### config.mk
export PLATFORM = sky130hd
export DESIGN_NAME = filter_chan_sched
export DESIGN_NICKNAME = d
export VERILOG_FILES = /design/src/rtl/filter_chan_sched.sv
export SDC_FILE = /design/constraint.sdc
export NUM_CORES = 1
export LEC_CHECK = 0
export CORE_MARGIN = 2
export CORE_UTILIZATION = 49
export CTS_CLUSTER_DIAMETER = 50
export CTS_CLUSTER_SIZE = 10
export DETAILED_ROUTE_END_ITERATION = 10
export PLACE_DENSITY = 0.81
export SYNTH_ARGS = -nofsm -noshare
export SYNTH_HDL_FRONTEND = slang
export SYNTH_SLANG_ARGS = --single-unit
export TNS_END_PERCENT = 20
### constraint.sdc
create_clock -name clk -period 3.9 [get_ports clk]
set_input_delay 0.78 -clock clk [delete_from_list [all_inputs] [get_ports clk]]
set_output_delay 0.78 -clock clk [all_outputs]
set_load 0.1 [all_outputs]
### src/rtl/filter_chan_sched.sv
// Purpose: shares one fixed-latency filter datapath stage among NUM_CH sample channels.
//   A round-robin arbiter issues the channel samples, and a tag pipeline routes each result back to its channel.
// Latency: ch_i_en at edge n -> dp_i_en after n+1 -> ch_o_en after n+2+DP_LATENCY (empty, uncontended channel).
// Backpressure: none. A sample that arrives at a full, ungranted channel is dropped and flagged in ovf_sticky.
//   ch_busy exposes holding-register occupancy. The datapath side never stalls.
// Ports:
//   clk, rst_n              clock, async active-low reset
//   ch_i_en/ch_i_data       per-channel sample strobes and flattened samples (slice c = [c*W +: W])
//   ch_busy                 holding register of each channel is full
//   dp_i_en/dp_i            issue strobe and sample to the shared datapath
//   dp_o_en/dp_o            datapath result (dp_o_en is only checked, never trusted for routing)
//   ch_o_en/ch_o_data       per-channel result strobes and flattened results (slices hold between results)
//   ovf_sticky/ovf_clr      per-channel sample-dropped flags and their clear
//   dp_err                  sticky: a result was due but dp_o_en was low
module filter_chan_sched #(
  parameter int NUM_CH     = 4,
  parameter int width_H    = 5,
  parameter int width_W    = 20,
  parameter int DP_LATENCY = 1,
  localparam int W         = width_H + width_W,
  localparam int IDX_W     = (NUM_CH > 1) ? $clog2(NUM_CH) : 1
) (
  input  logic                  clk,
  input  logic                  rst_n,
  input  logic [NUM_CH-1:0]     ch_i_en,
  input  logic [NUM_CH*W-1:0]   ch_i_data,
  output logic [NUM_CH-1:0]     ch_busy,
  output logic                  dp_i_en,
  output logic [W-1:0]          dp_i,
  input  logic                  dp_o_en,
  input  logic [W-1:0]          dp_o,
  output logic [NUM_CH-1:0]     ch_o_en,
  output logic [NUM_CH*W-1:0]   ch_o_data,
  output logic [NUM_CH-1:0]     ovf_sticky,
  input  logic                  ovf_clr,
  output logic                  dp_err
);

  typedef struct packed {
    logic             vld;
    logic [IDX_W-1:0] idx;
  } tag_t;

  logic [W-1:0]      hold [NUM_CH];
  logic [NUM_CH-1:0] full;
  logic [IDX_W-1:0]  ptr;

  logic              win_vld;
  logic [IDX_W-1:0]  win;
  logic [NUM_CH-1:0] grant;
  logic [NUM_CH-1:0] cap;
  logic [NUM_CH-1:0] ovf_set;

  // issue_tag rides alongside dp_i; tag_pipe then follows the datapath's own stages,
  // so the head tag is valid in the same cycle that dp_o carries that sample's result.
  tag_t issue_tag;
  tag_t tag_pipe [DP_LATENCY];
  tag_t head;

  assign ch_busy = full;
  assign head    = tag_pipe[DP_LATENCY-1];

  // First full channel at or after ptr, wrapping around.
  always_comb begin : arb_scan
    logic [IDX_W-1:0] cand;
    cand    = '0;
    win_vld = 1'b0;
    win     = ptr;
    for (int i = 0; i < NUM_CH; i++) begin
      cand = IDX_W'((int'(ptr) + i) % NUM_CH);
      if (!win_vld && full[cand]) begin
        win_vld = 1'b1;
        win     = cand;
      end
    end
  end

  always_comb begin
    grant = '0;
    if (win_vld) grant[win] = 1'b1;
    // A channel being granted on this edge frees its register, so a new sample is accepted.
    cap     = ch_i_en & (~full | grant);
    ovf_set = ch_i_en & full & ~grant;
  end

  // Holding registers, arbiter and issue register
  always_ff @(posedge clk or negedge rst_n) begin
    if (!rst_n) begin
      for (int c = 0; c < NUM_CH; c++) hold[c] <= '0;
      full       <= '0;
      ptr        <= '0;
      dp_i_en    <= 1'b0;
      dp_i       <= '0;
      issue_tag  <= '0;
      ovf_sticky <= '0;
    end else begin
      for (int c = 0; c < NUM_CH; c++) begin
        if (cap[c]) begin
          hold[c] <= ch_i_data[c*W +: W];
          full[c] <= 1'b1;
        end else if (grant[c]) begin
          full[c] <= 1'b0;
        end
      end
      // A new overflow wins over a simultaneous clear.
      ovf_sticky <= (ovf_clr ? '0 : ovf_sticky) | ovf_set;
      dp_i_en    <= win_vld;
      issue_tag  <= '{vld: win_vld, idx: win};
      if (win_vld) begin
        dp_i <= hold[win];
        if (win == IDX_W'(NUM_CH - 1)) ptr <= '0;
        else                           ptr <= win + 1'b1;
      end
    end
  end

  // The tag pipeline shifts unconditionally, so the datapath must be strictly fixed-latency.
  always_ff @(posedge clk or negedge rst_n) begin
    if (!rst_n) begin
      for (int s = 0; s < DP_LATENCY; s++) tag_pipe[s] <= '0;
    end else begin
      tag_pipe[0] <= issue_tag;
      for (int s = 1; s < DP_LATENCY; s++) tag_pipe[s] <= tag_pipe[s-1];
    end
  end

  // Result return. The tag alone decides routing; dp_o_en only feeds the consistency flag.
  always_ff @(posedge clk or negedge rst_n) begin
    if (!rst_n) begin
      ch_o_en   <= '0;
      ch_o_data <= '0;
      dp_err    <= 1'b0;
    end else begin
      ch_o_en <= '0;
      if (head.vld) begin
        ch_o_en[head.idx]           <= 1'b1;
        ch_o_data[head.idx*W +: W]  <= dp_o;
        if (!dp_o_en) dp_err <= 1'b1;
      end
    end
  end

endmodule
==> results.toml <==
# flow metrics
[outcome]
outcome = "finished clean"

[placed_design]
port_buffers = 271
hpwl_mm = 18.17

[worst_setup_path]
critPathMaxStageDelay_ns = 1.23
ff2ff_path_depth = 9
r2r-end = "hold[16]"
critical_path_depth = 1
worstSetupPathType = "flip-flop to output pin"
startpoint_type = "flip-flop"

[floorplanning]
die_h_um = 147.6
io_pins = 272
rows = 52

[logic_synthesis]
synthArstFlopShare_pct = 100.0
topCombFamilyByArea = "AND-OR/OR-AND gates"
yosys_cells = 713
syn_area_per_cell_um2 = 14.16
netlist_area_um2 = 10100
ys_sh_mux_pct = 13.63
ys_seq_share_pct = 60.96
ys_warn_count = 0
synthAdderAreaFrac_pct = 0.7434
yosys_area_um2 = 10100

[detailed_routing]
firstDrtPassIters = 5
wl_per_cell_um = 21.38
wl_met1_mm = 10.90
routed-wl-met3_mm = 2.561
routed_wl_mm = 26.97

[clock_tree]
hold_buffers = 0
ctsRootBufferMaster = "clkbuf_16"
clkSinkCount = 246

[timing]
setup-violations-final = 0
rsz0062_at_grt = "false"
skew_ns = 0.01480
slew_violations = 0

[finish]
fin_nets = 1123
layout_top_cells = "270 x clkdlybuf4s50_1, 246 x dfrtp_1, 100 x a22o_1, 75 x mux2_1, 36 x a211oi_2"
layout_top_cell = "clkdlybuf4s50_1"
syn_to_final_growth_pct = 37.94
antenna_cells = 0

[run]
openroad.warnings = 30
drv_cap = 0

[grt]
met1_usage_pct = 32.86
grt_use_met3_pct = 7.315
## metrics by stage
| stage | cells | cell area (µm²) | utilization, % | worst slack [ns] |
|---|---|---|---|---|
| after floorplan | 713 | 10100 | - | 0.4543 |
| after global placement | 1222 | 13080 | 64.64 | 0.9735 |
| after detailed placement | 1222 | 13080 | 64.64 | 0.8844 |
| after CTS | 1261 | 13930 | 68.84 | 0.7186 |
| after global routing | 1261 | 13930 | 68.84 | 0.6524 |
| final | 1261 | 13930 | 68.84 | 0.7262 |
## area by class of cell
cell class	count	area [µm²]
Timing Repair Buffer	290	2873
Inverter	18	67.56
Fill cell	1424	6305
Multi-Input combinational cell	398	3645
Clock inverter	5	53.80
Tap cell	270	337.8
Sequential cell	246	6156
Clock buffer	34	797.0
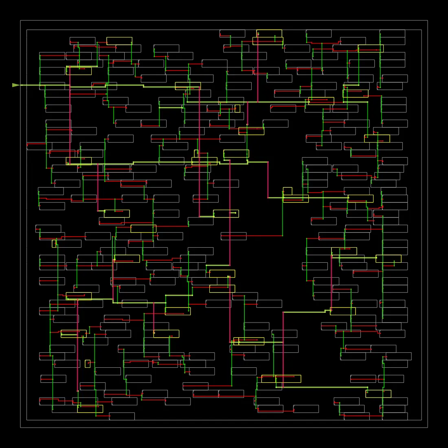
**Above:** clock routing.
clock buffers: 34
CTS Buf Count: 30
clk_lat worst skew: 0.54 ns

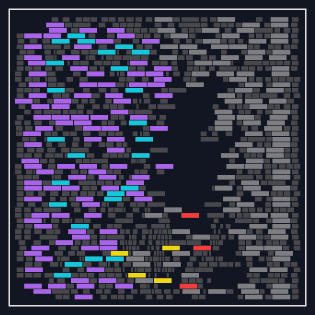
**Above:** sequential cells grouped by signal name.
Scale: 2 px per µm. Other sequential cells in the stronger gray, the rest of the logic in the fainter gray.
legend:
  red:
    signal: head
    sequential_cells: 3
  cyan:
    signal: dp_i
    sequential_cells: 25
  yellow:
    signal: ovf_sticky
    sequential_cells: 4
    where: south
  purple:
    signal: hold
    sequential_cells: 100
not colored: 114

